<file path="src/rtl/ctrl_pipeline.sv">
// Decodes the ID opcode and carries control bits through the ID/EX, EX/MEM and MEM/WB registers, with load-use stall.
// Latency: decode appears on ex_* after 1 edge, mem_* after 2 and wb_* after 3, not counting held edges.
// hold_i freezes every stage; a flush or load-use stall loads a bubble into ID/EX while EX/MEM and MEM/WB advance.
module ctrl_pipeline #(
    parameter int ALUOP_W = 3,
    parameter int EN_UJ   = 1,
    parameter int REG_W   = 5,
    parameter int CNT_W   = 16
) (
    input  logic               clk_i,
    input  logic               rst_i,
    input  logic [6:0]         Op_i,
    input  logic [REG_W-1:0]   rd_i,
    input  logic [REG_W-1:0]   rs1_i,
    input  logic [REG_W-1:0]   rs2_i,
    input  logic               hold_i,
    input  logic               flush_i,
    output logic               stall_o,
    output logic [ALUOP_W-1:0] ex_ALUOp_o,
    output logic               ex_ALUSrc_o,
    output logic               ex_Branch_o,
    output logic               ex_Jump_o,
    output logic [REG_W-1:0]   ex_rd_o,
    output logic [REG_W-1:0]   mem_rd_o,
    output logic [REG_W-1:0]   wb_rd_o,
    output logic               mem_MemRead_o,
    output logic               mem_MemWrite_o,
    output logic               wb_RegWrite_o,
    output logic               wb_MemtoReg_o,
    output logic [CNT_W-1:0]   stall_cnt_o
);

    localparam logic [6:0] OP_R     = 7'b0110011;
    localparam logic [6:0] OP_I     = 7'b0010011;
    localparam logic [6:0] OP_LW    = 7'b0000011;
    localparam logic [6:0] OP_SW    = 7'b0100011;
    localparam logic [6:0] OP_BEQ   = 7'b1100011;
    localparam logic [6:0] OP_JAL   = 7'b1101111;
    localparam logic [6:0] OP_JALR  = 7'b1100111;
    localparam logic [6:0] OP_LUI   = 7'b0110111;
    localparam logic [6:0] OP_AUIPC = 7'b0010111;

    localparam logic [2:0] ALU_SUB  = 3'b000;
    localparam logic [2:0] ALU_ADD  = 3'b001;
    localparam logic [2:0] ALU_RF   = 3'b010;
    localparam logic [2:0] ALU_IF   = 3'b011;
    localparam logic [2:0] ALU_IMM  = 3'b100;
    localparam logic [2:0] ALU_PC4  = 3'b101;

    typedef struct packed {
        logic [ALUOP_W-1:0] alu_op;
        logic               alu_src;
        logic               branch;
        logic               jump;
        logic               mem_read;
        logic               mem_write;
        logic               reg_write;
        logic               mem_to_reg;
        logic [REG_W-1:0]   rd;
    } id_ex_t;

    typedef struct packed {
        logic             mem_read;
        logic             mem_write;
        logic             reg_write;
        logic             mem_to_reg;
        logic [REG_W-1:0] rd;
    } ex_mem_t;

    typedef struct packed {
        logic             reg_write;
        logic             mem_to_reg;
        logic [REG_W-1:0] rd;
    } mem_wb_t;

    id_ex_t           dec;
    logic             dec_vld;
    logic             rs1_used;
    logic             rs2_used;
    logic             stall;
    id_ex_t           id_ex;
    ex_mem_t          ex_mem;
    mem_wb_t          mem_wb;
    logic [CNT_W-1:0] stall_cnt;

    always_comb begin
        dec      = '0;
        dec_vld  = 1'b0;
        rs1_used = 1'b0;
        rs2_used = 1'b0;
        case (Op_i)
            OP_R: begin
                dec_vld       = 1'b1;
                dec.alu_op    = ALUOP_W'(ALU_RF);
                dec.reg_write = 1'b1;
                rs1_used      = 1'b1;
                rs2_used      = 1'b1;
            end
            OP_I: begin
                dec_vld       = 1'b1;
                dec.alu_op    = ALUOP_W'(ALU_IF);
                dec.alu_src   = 1'b1;
                dec.reg_write = 1'b1;
                rs1_used      = 1'b1;
            end
            OP_LW: begin
                dec_vld        = 1'b1;
                dec.alu_op     = ALUOP_W'(ALU_ADD);
                dec.alu_src    = 1'b1;
                dec.reg_write  = 1'b1;
                dec.mem_to_reg = 1'b1;
                dec.mem_read   = 1'b1;
                rs1_used       = 1'b1;
            end
            OP_SW: begin
                dec_vld       = 1'b1;
                dec.alu_op    = ALUOP_W'(ALU_ADD);
                dec.alu_src   = 1'b1;
                dec.mem_write = 1'b1;
                rs1_used      = 1'b1;
                rs2_used      = 1'b1;
            end
            OP_BEQ: begin
                dec_vld    = 1'b1;
                dec.alu_op = ALUOP_W'(ALU_SUB);
                dec.branch = 1'b1;
                rs1_used   = 1'b1;
                rs2_used   = 1'b1;
            end
            OP_JAL, OP_JALR: begin
                if (EN_UJ != 0) begin
                    dec_vld       = 1'b1;
                    dec.alu_op    = ALUOP_W'(ALU_PC4);
                    dec.reg_write = 1'b1;
                    dec.jump      = 1'b1;
                    rs1_used      = (Op_i == OP_JALR);
                end
            end
            OP_LUI, OP_AUIPC: begin
                if (EN_UJ != 0) begin
                    dec_vld       = 1'b1;
                    dec.alu_op    = (Op_i == OP_LUI) ? ALUOP_W'(ALU_IMM) : ALUOP_W'(ALU_ADD);
                    dec.alu_src   = 1'b1;
                    dec.reg_write = 1'b1;
                end
            end
            default: ;
        endcase
        // Unknown opcodes (and U/J types when disabled) become a full bubble, rd included.
        dec.rd = dec_vld ? rd_i : '0;
    end

    always_comb begin
        stall = id_ex.mem_read && (id_ex.rd != '0)
              && ((rs1_used && (rs1_i == id_ex.rd)) || (rs2_used && (rs2_i == id_ex.rd)))
              && !hold_i;
    end

    always_ff @(posedge clk_i or negedge rst_i) begin
        if (!rst_i) begin
            id_ex     <= '0;
            ex_mem    <= '0;
            mem_wb    <= '0;
            stall_cnt <= '0;
        end else if (!hold_i) begin
            mem_wb.reg_write   <= ex_mem.reg_write;
            mem_wb.mem_to_reg  <= ex_mem.mem_to_reg;
            mem_wb.rd          <= ex_mem.rd;
            ex_mem.mem_read    <= id_ex.mem_read;
            ex_mem.mem_write   <= id_ex.mem_write;
            ex_mem.reg_write   <= id_ex.reg_write;
            ex_mem.mem_to_reg  <= id_ex.mem_to_reg;
            ex_mem.rd          <= id_ex.rd;
            id_ex              <= (flush_i || stall) ? '0 : dec;
            if (stall && (stall_cnt != {CNT_W{1'b1}})) begin
                stall_cnt <= stall_cnt + CNT_W'(1);
            end
        end
    end

    assign stall_o        = stall;
    assign ex_ALUOp_o     = id_ex.alu_op;
    assign ex_ALUSrc_o    = id_ex.alu_src;
    assign ex_Branch_o    = id_ex.branch;
    assign ex_Jump_o      = id_ex.jump;
    assign ex_rd_o        = id_ex.rd;
    assign mem_rd_o       = ex_mem.rd;
    assign mem_MemRead_o  = ex_mem.mem_read;
    assign mem_MemWrite_o = ex_mem.mem_write;
    assign wb_rd_o        = mem_wb.rd;
    assign wb_RegWrite_o  = mem_wb.reg_write;
    assign wb_MemtoReg_o  = mem_wb.mem_to_reg;
    assign stall_cnt_o    = stall_cnt;

endmodule

</file>
<file path="config.mk">
export PLATFORM = sky130hd
export DESIGN_NAME = ctrl_pipeline
export DESIGN_NICKNAME = d
export VERILOG_FILES = /design/src/rtl/ctrl_pipeline.sv
export SDC_FILE = /design/constraint.sdc
export NUM_CORES = 1
export LEC_CHECK = 0
export CORE_MARGIN = 2
export CORE_UTILIZATION = 44
export CTS_BUF_LIST = sky130_fd_sc_hd__clkbuf_2
export CTS_CLUSTER_DIAMETER = 50
export DETAILED_ROUTE_END_ITERATION = 10
export PLACE_DENSITY = 0.82
export SLEW_MARGIN = 20
export SYNTH_ARGS = -nofsm -noshare
export SYNTH_HDL_FRONTEND = slang
export SYNTH_SLANG_ARGS = --single-unit
</file>
<file path="constraint.sdc">
create_clock -name clk_i -period 2.1 [get_ports clk_i]
set_input_delay 0.63 -clock clk_i [delete_from_list [all_inputs] [get_ports clk_i]]
set_output_delay 0.63 -clock clk_i [all_outputs]
set_load 0.1 [all_outputs]
</file>
==> results_dict.tcl, run 1 <==
# metrics dict for downstream scripts
set metrics [dict create \
    status "complete, but fails checks" \
    failed_checks "negative setup slack" \
    finalHoldViolCount 0 \
    leak_pwr_nw 1.65 \
    highest_layer "met4" \
    total_switching_power_mw 0.416 \
    io_pins 68 \
    logic_family "simple AND/OR/NAND/NOR gates" \
    area_share_nonclk_buffers_pct 37.4 \
    std_cell_rows 25 \
    yosys_warnings 0 \
    timing.final.ws_setup_ns -0.677 \
    via_count 1846 \
    clock_tree_from_tritoncts "built" \
    startpoint "Op_i[1]" \
    p_comb_share_pct 17.3 \
    die_x_um 75.1 \
    post_layout_nonfiller_instances 351 \
    crit_buf_inv 2 \
    numCtsBuffers 5 \
    path_delay_family "buffers and inverters" \
    pg_clk_mw 0.360 \
    syn_avg_cell_area_um2 11.5 \
    power.share.clock_pct 23.9 \
    core_area_mm2 0.00479 \
    reg2reg_from "ex_rd_o[0]" \
    seq_cell_power_mw 0.885 \
    cts_resized 15 \
    fin_util_pct 76.3 \
    worstPathArrival_ns 2.15 \
    synth.most_common_cell "sky130_fd_sc_hd__dfrtp_1" \
    clockBufferCount 8 \
    ys_ff 45 \
    clock_skew_ns 0.0178 \
    setup_viol 22 \
    warnings 29 \
    gr_layer_usage_met1_pct 30.0 \
    ys_sh_mux_pct 8.05 \
    pg_comb_mw 0.261 \
    max_ffs_per_register 16 \
    finalNetCount 310 \
    leading_post_synthesis_cells_by_cell_area "sky130_fd_sc_hd__dfrtp_1 (51%), sky130_fd_sc_hd__mux2_2 (7.1%), sky130_fd_sc_hd__xnor2_1 (5.5%)" \
    design.die.area_mm2 0.00564 \
    area_of_the_mapped_netlist_mm2 0.00222 \
    final.fill_count 306 \
    total_number_of_tap_cells 67 \
    worst-path-stages 6 \
    finalWeightedCongestion 0.925 \
    critPathSlowestCell "sky130_fd_sc_hd__clkdlybuf4s50_1" \
    top_power_group "sequential cells" \
    detail_route.wl_per_cell_um 16.4 \
    synth_area_leader "sky130_fd_sc_hd__dfrtp_1" \
    clock_tree.root_cell "sky130_fd_sc_hd__clkbuf_2" \
    nMultiInputCombCells 127 \
    cts_hold_repair.buffers 0 \
    sequential_share_of_power_pct 58.7 \
    worst-endpoint-required_ns 1.47 \
    longest_clk_path_bufs 2 \
    synth_xor_xnor_area_share_pct 9.85 \
    placed_cells_incl_taps 335 \
    die_height_um 75.1 \
    seqAreaFraction_pct 31.3 \
    top_area_share_pct 50.6 \
    numSequentialCells 45 \
    routed_wirelength_um 5760 \
    cellPowerDensity_mw_per_mm2 413 \
    critical_path.endpoint_type "output port" \
    swShare_pct 27.6 \
    n_all_buffers 103 \
    ys.flop_type "sky130_fd_sc_hd__dfrtp_1" \
    worstPathMaxFanout 3 \
    met2_wirelength_um 2980 \
    synth-compound-area-share_pct 10.1 \
    worstHoldPathType "in2async" \
    layout_top_cell "sky130_fd_sc_hd__buf_12" \
    global_route.usage.met3_pct 5.89 \
    final-max-slew-violation-count 0 \
    ff_latch_area_mm2 0.00114 \
    worstSetupPathType "in2out" \
]
Fig. 1: run 1, signal wires on met1
Scale bar: 20 um. Cells faint in the background.
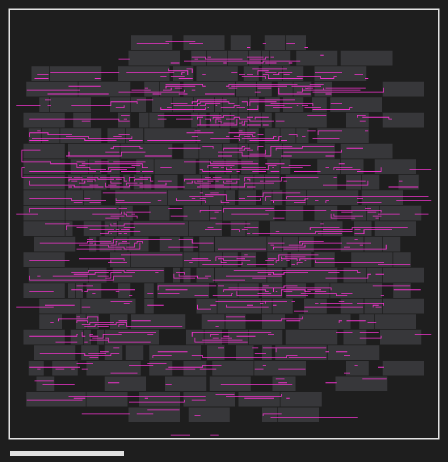
- wire length on this layer: 2330 um
- nets with wire on the layer: 260
- share of all routed wire: 40%
- longest straight run: 24.8 um

Fig. 2: run 1, congestion heat map
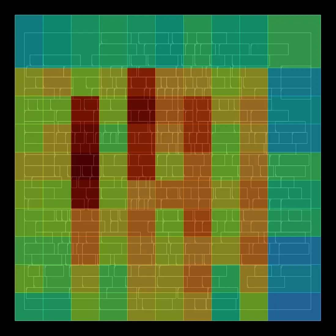
met2 track demand over resource in global routing: 38.3%
Top Usage Layer GRT: met2
GRT Total Usage: 23.1%

Fig. 3: run 1, routed metal per tile
15 x 15 tiles, from white (low) to dark blue (high), scaled to the fullest tile. Values are wire area over tile area, all layers added.
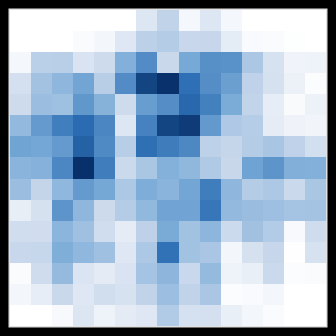
- fullest tile: 0.53
- tiles over half the peak: 20%
- emptiest ninth of the die: bottom right
- nearly empty tiles: 11%
- mean over tiles: 0.16

Fig. 4: run 1, layout detail
Scale bar: 5 um. Window x 46 to 66, y 46 to 66 um. Cells in gray, sequential cells in the stronger gray; small squares are vias.
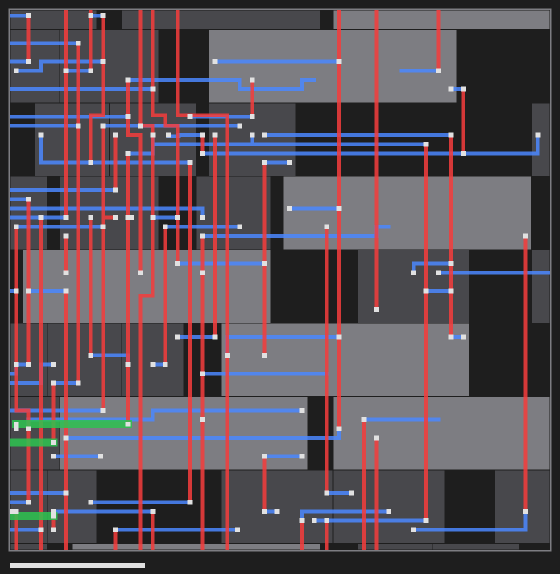

==> run 2, diff against run 1 <==
--- a/config.mk
+++ b/config.mk
@@ -5,12 +5,13 @@
 export SDC_FILE = /design/constraint.sdc
 export NUM_CORES = 1
 export LEC_CHECK = 0
+export ABC_AREA = 1
 export CORE_MARGIN = 2
-export CORE_UTILIZATION = 44
+export CORE_UTILIZATION = 54
 export CTS_BUF_LIST = sky130_fd_sc_hd__clkbuf_2
-export CTS_CLUSTER_DIAMETER = 50
+export CTS_CLUSTER_DIAMETER = 60
 export DETAILED_ROUTE_END_ITERATION = 10
-export PLACE_DENSITY = 0.82
+export PLACE_DENSITY = 0.9
 export SLEW_MARGIN = 20
 export SYNTH_ARGS = -nofsm -noshare
 export SYNTH_HDL_FRONTEND = slang
==> constraint.sdc (replaced) <==
create_clock -name clk_i -period 3.2 [get_ports clk_i]
set_input_delay 0.96 -clock clk_i [delete_from_list [all_inputs] [get_ports clk_i]]
set_output_delay 0.96 -clock clk_i [all_outputs]
set_load 0.1 [all_outputs]
Fig. 5: run 2, layout detail
Scale bar: 5 um. Window x 45 to 65, y 45 to 65 um. Cells in gray, sequential cells in the stronger gray; small squares are vias.
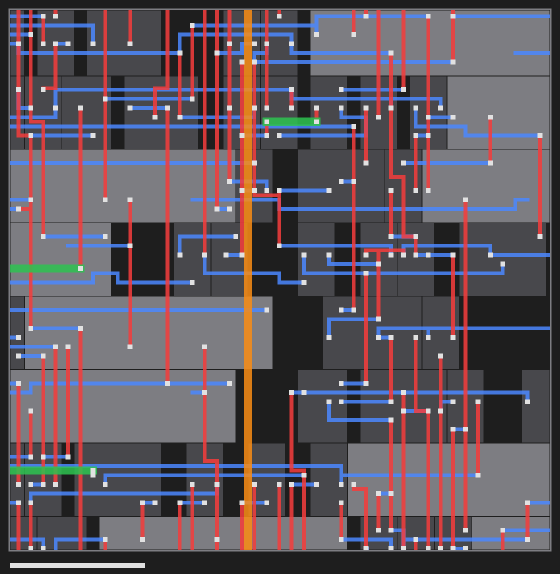
- met1: blue
- met3: green
- met2: red
- met4: orange
- most frequent: nand2_1 (20), dfrtp_1 (6), xnor2_1 (3)
- sequential cells in the window: 6
- cells with their middle in the window: 37
- netlist names of flops here include: stall_cnt_o (6)

Fig. 6: run 2, signal wires on met1
Scale bar: 20 um. Cells faint in the background.
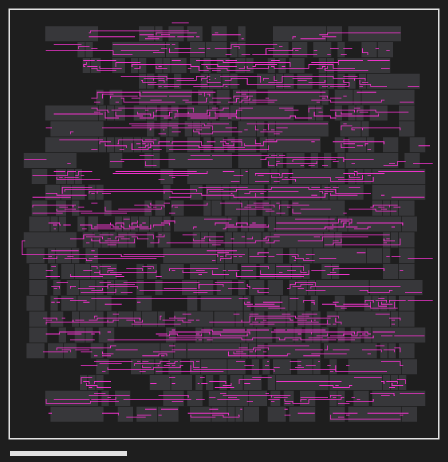
- wire length on this layer: 2860 um
- longest straight run: 23.9 um
- share of all routed wire: 43%
- nets with wire on the layer: 404
- main direction: horizontal

==> results_dict.tcl, run 2 <==
# metrics dict for downstream scripts
set metrics [dict create \
    numCtsBuffers 5 \
    highest_layer "met4" \
    grt_util_met2_pct 42.4 \
    crit_buf_inv 2 \
    die_x_um 73.4 \
    path_delay_family "buffers and inverters" \
    worst-path-stages 5 \
    total_number_of_tap_cells 54 \
    syn_avg_cell_area_um2 7.36 \
    status "finished, final reports clean" \
    critical_path.endpoint_type "output port" \
    p_comb_share_pct 15.8 \
    via_count 2562 \
    core_area_mm2 0.00469 \
    detail_route.wl_per_cell_um 13.5 \
    grt_usage_pct 25.5 \
    post_layout_nonfiller_instances 490 \
    clockBufferCount 5 \
    ys_ff 45 \
    clock_tree_from_tritoncts "built" \
    die_height_um 73.4 \
    io_pins 68 \
    final.fill_count 363 \
    leading_post_synthesis_cells_by_cell_area "sky130_fd_sc_hd__dfrtp_1 (43%), sky130_fd_sc_hd__nand2_1 (19%), sky130_fd_sc_hd__inv_1 (5.3%)" \
    global_route.usage.met3_pct 4.39 \
    setup_viol 0 \
    timing.final.ws_setup_ns 0.0728 \
    warnings 26 \
    worstHoldPathType "in2async" \
    std_cell_rows 25 \
    total_switching_power_mw 0.313 \
    numSequentialCells 45 \
    design.die.area_mm2 0.00539 \
    layout_top_cell "sky130_fd_sc_hd__nand2_1" \
    fin_util_pct 72.8 \
    reg2reg_from "ex_rd_o[2]" \
    finalNetCount 462 \
    ys.flop_type "sky130_fd_sc_hd__dfrtp_1" \
    power.share.clock_pct 30.5 \
    met2_wirelength_um 3230 \
]
Fig. 7: run 2, routed metal per tile
15 x 15 tiles, from white (low) to dark blue (high), scaled to the fullest tile. Values are wire area over tile area, all layers added.
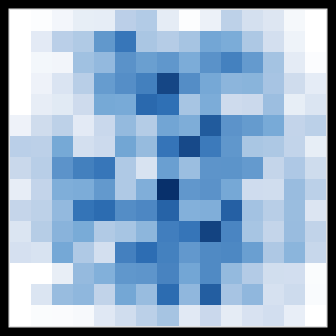

==> run 3, diff against run 2 <==
--- a/config.mk
+++ b/config.mk
@@ -7,11 +7,11 @@
 export LEC_CHECK = 0
 export ABC_AREA = 1
 export CORE_MARGIN = 2
-export CORE_UTILIZATION = 54
+export CORE_UTILIZATION = 45
 export CTS_BUF_LIST = sky130_fd_sc_hd__clkbuf_2
 export CTS_CLUSTER_DIAMETER = 60
 export DETAILED_ROUTE_END_ITERATION = 10
-export PLACE_DENSITY = 0.9
+export PLACE_DENSITY = 0.78
 export SLEW_MARGIN = 20
 export SYNTH_ARGS = -nofsm -noshare
 export SYNTH_HDL_FRONTEND = slang
Fig. 8: run 3, routed metal per tile
16 x 16 tiles, from white (low) to dark blue (high), scaled to the fullest tile. Values are wire area over tile area, all layers added.
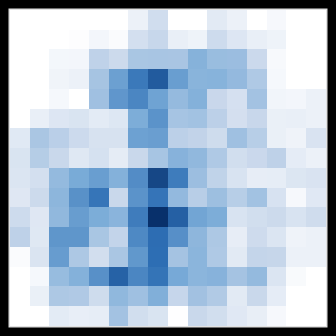
- mean over tiles: 0.17
- emptiest ninth of the die: top left
- nearly empty tiles: 15%
- fullest tile: 0.65

Fig. 9: run 3, signal wires on met1
Scale bar: 20 um. Cells faint in the background.
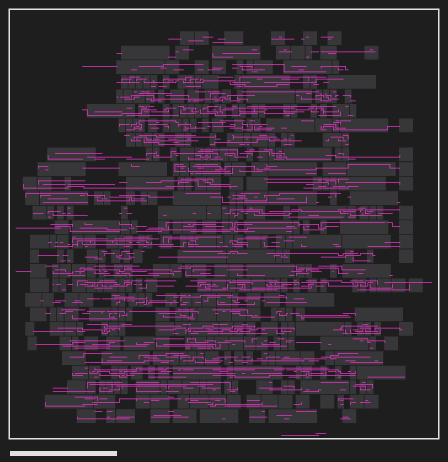
- share of all routed wire: 45%
- main direction: horizontal
- longest straight run: 30.4 um
- wire length on this layer: 3000 um
- nets with wire on the layer: 413

==> results_dict.tcl, run 3 <==
# metrics dict for downstream scripts
set metrics [dict create \
    timing.final.ws_setup_ns 0.0605 \
    clock_skew_ns 0.0181 \
    gr_layer_usage_met1_pct 29.6 \
    path_delay_family "buffers and inverters" \
    clock-sinks 45 \
    p_comb_share_pct 17.2 \
    numCtsBuffers 5 \
    io_pins 68 \
    antenna_violations_before_repair 0 \
    numSequentialCells 45 \
    total_switching_power_mw 0.308 \
    power.share.clock_pct 24.7 \
    final.fill_count 486 \
    setup_viol 0 \
    std_cell_rows 27 \
    met2_wirelength_um 3170 \
    leading_post_synthesis_cells_by_cell_area "sky130_fd_sc_hd__dfrtp_1 (43%), sky130_fd_sc_hd__nand2_1 (19%), sky130_fd_sc_hd__inv_1 (5.3%)" \
    worst-path-stages 8 \
    initial_utilization_pct 47.0 \
    highest_layer "met4" \
    fin_crit_ns 3.14 \
    post-cts-setup-buffer-count 19 \
    seqAreaFraction_pct 32.2 \
    timing.critical_path.from_type "primary input" \
    clockBufferCount 5 \
    total_number_of_tap_cells 72 \
    p_total_mw 0.998 \
    clock_tree_from_tritoncts "built" \
    worstHoldPathType "in2async" \
    grt_util_met2_pct 35.3 \
    die_height_um 80.1 \
    critical_path.endpoint_type "output port" \
    fin_tns_setup_ns 0 \
    core_area_mm2 0.00554 \
    global_route.usage.met3_pct 3.60 \
    layout_top_cell "sky130_fd_sc_hd__nand2_1" \
    detail_route.wl_per_cell_um 12.9 \
    die_x_um 80.1 \
    crit_buf_inv 3 \
    status "finished, final reports clean" \
    antenna-diode-count 0 \
    area_of_the_mapped_netlist_mm2 0.00260 \
    syn_avg_cell_area_um2 7.36 \
    post_layout_nonfiller_instances 519 \
    grt_usage_pct 21.9 \
    worst_ir_drop_vdd_mv 0.161 \
    ys_ff 45 \
    finalNetCount 473 \
    stdcell_area_mm2 0.00349 \
    worstPathArrival_ns 2.18 \
    ys.flop_type "sky130_fd_sc_hd__dfrtp_1" \
    fin_util_pct 63.1 \
    design.die.area_mm2 0.00641 \
    warnings 26 \
    synthDistinctLibCells 29 \
    regToRegEndpoint "stall_cnt_o[5]" \
    reg2reg_from "ex_rd_o[3]" \
]
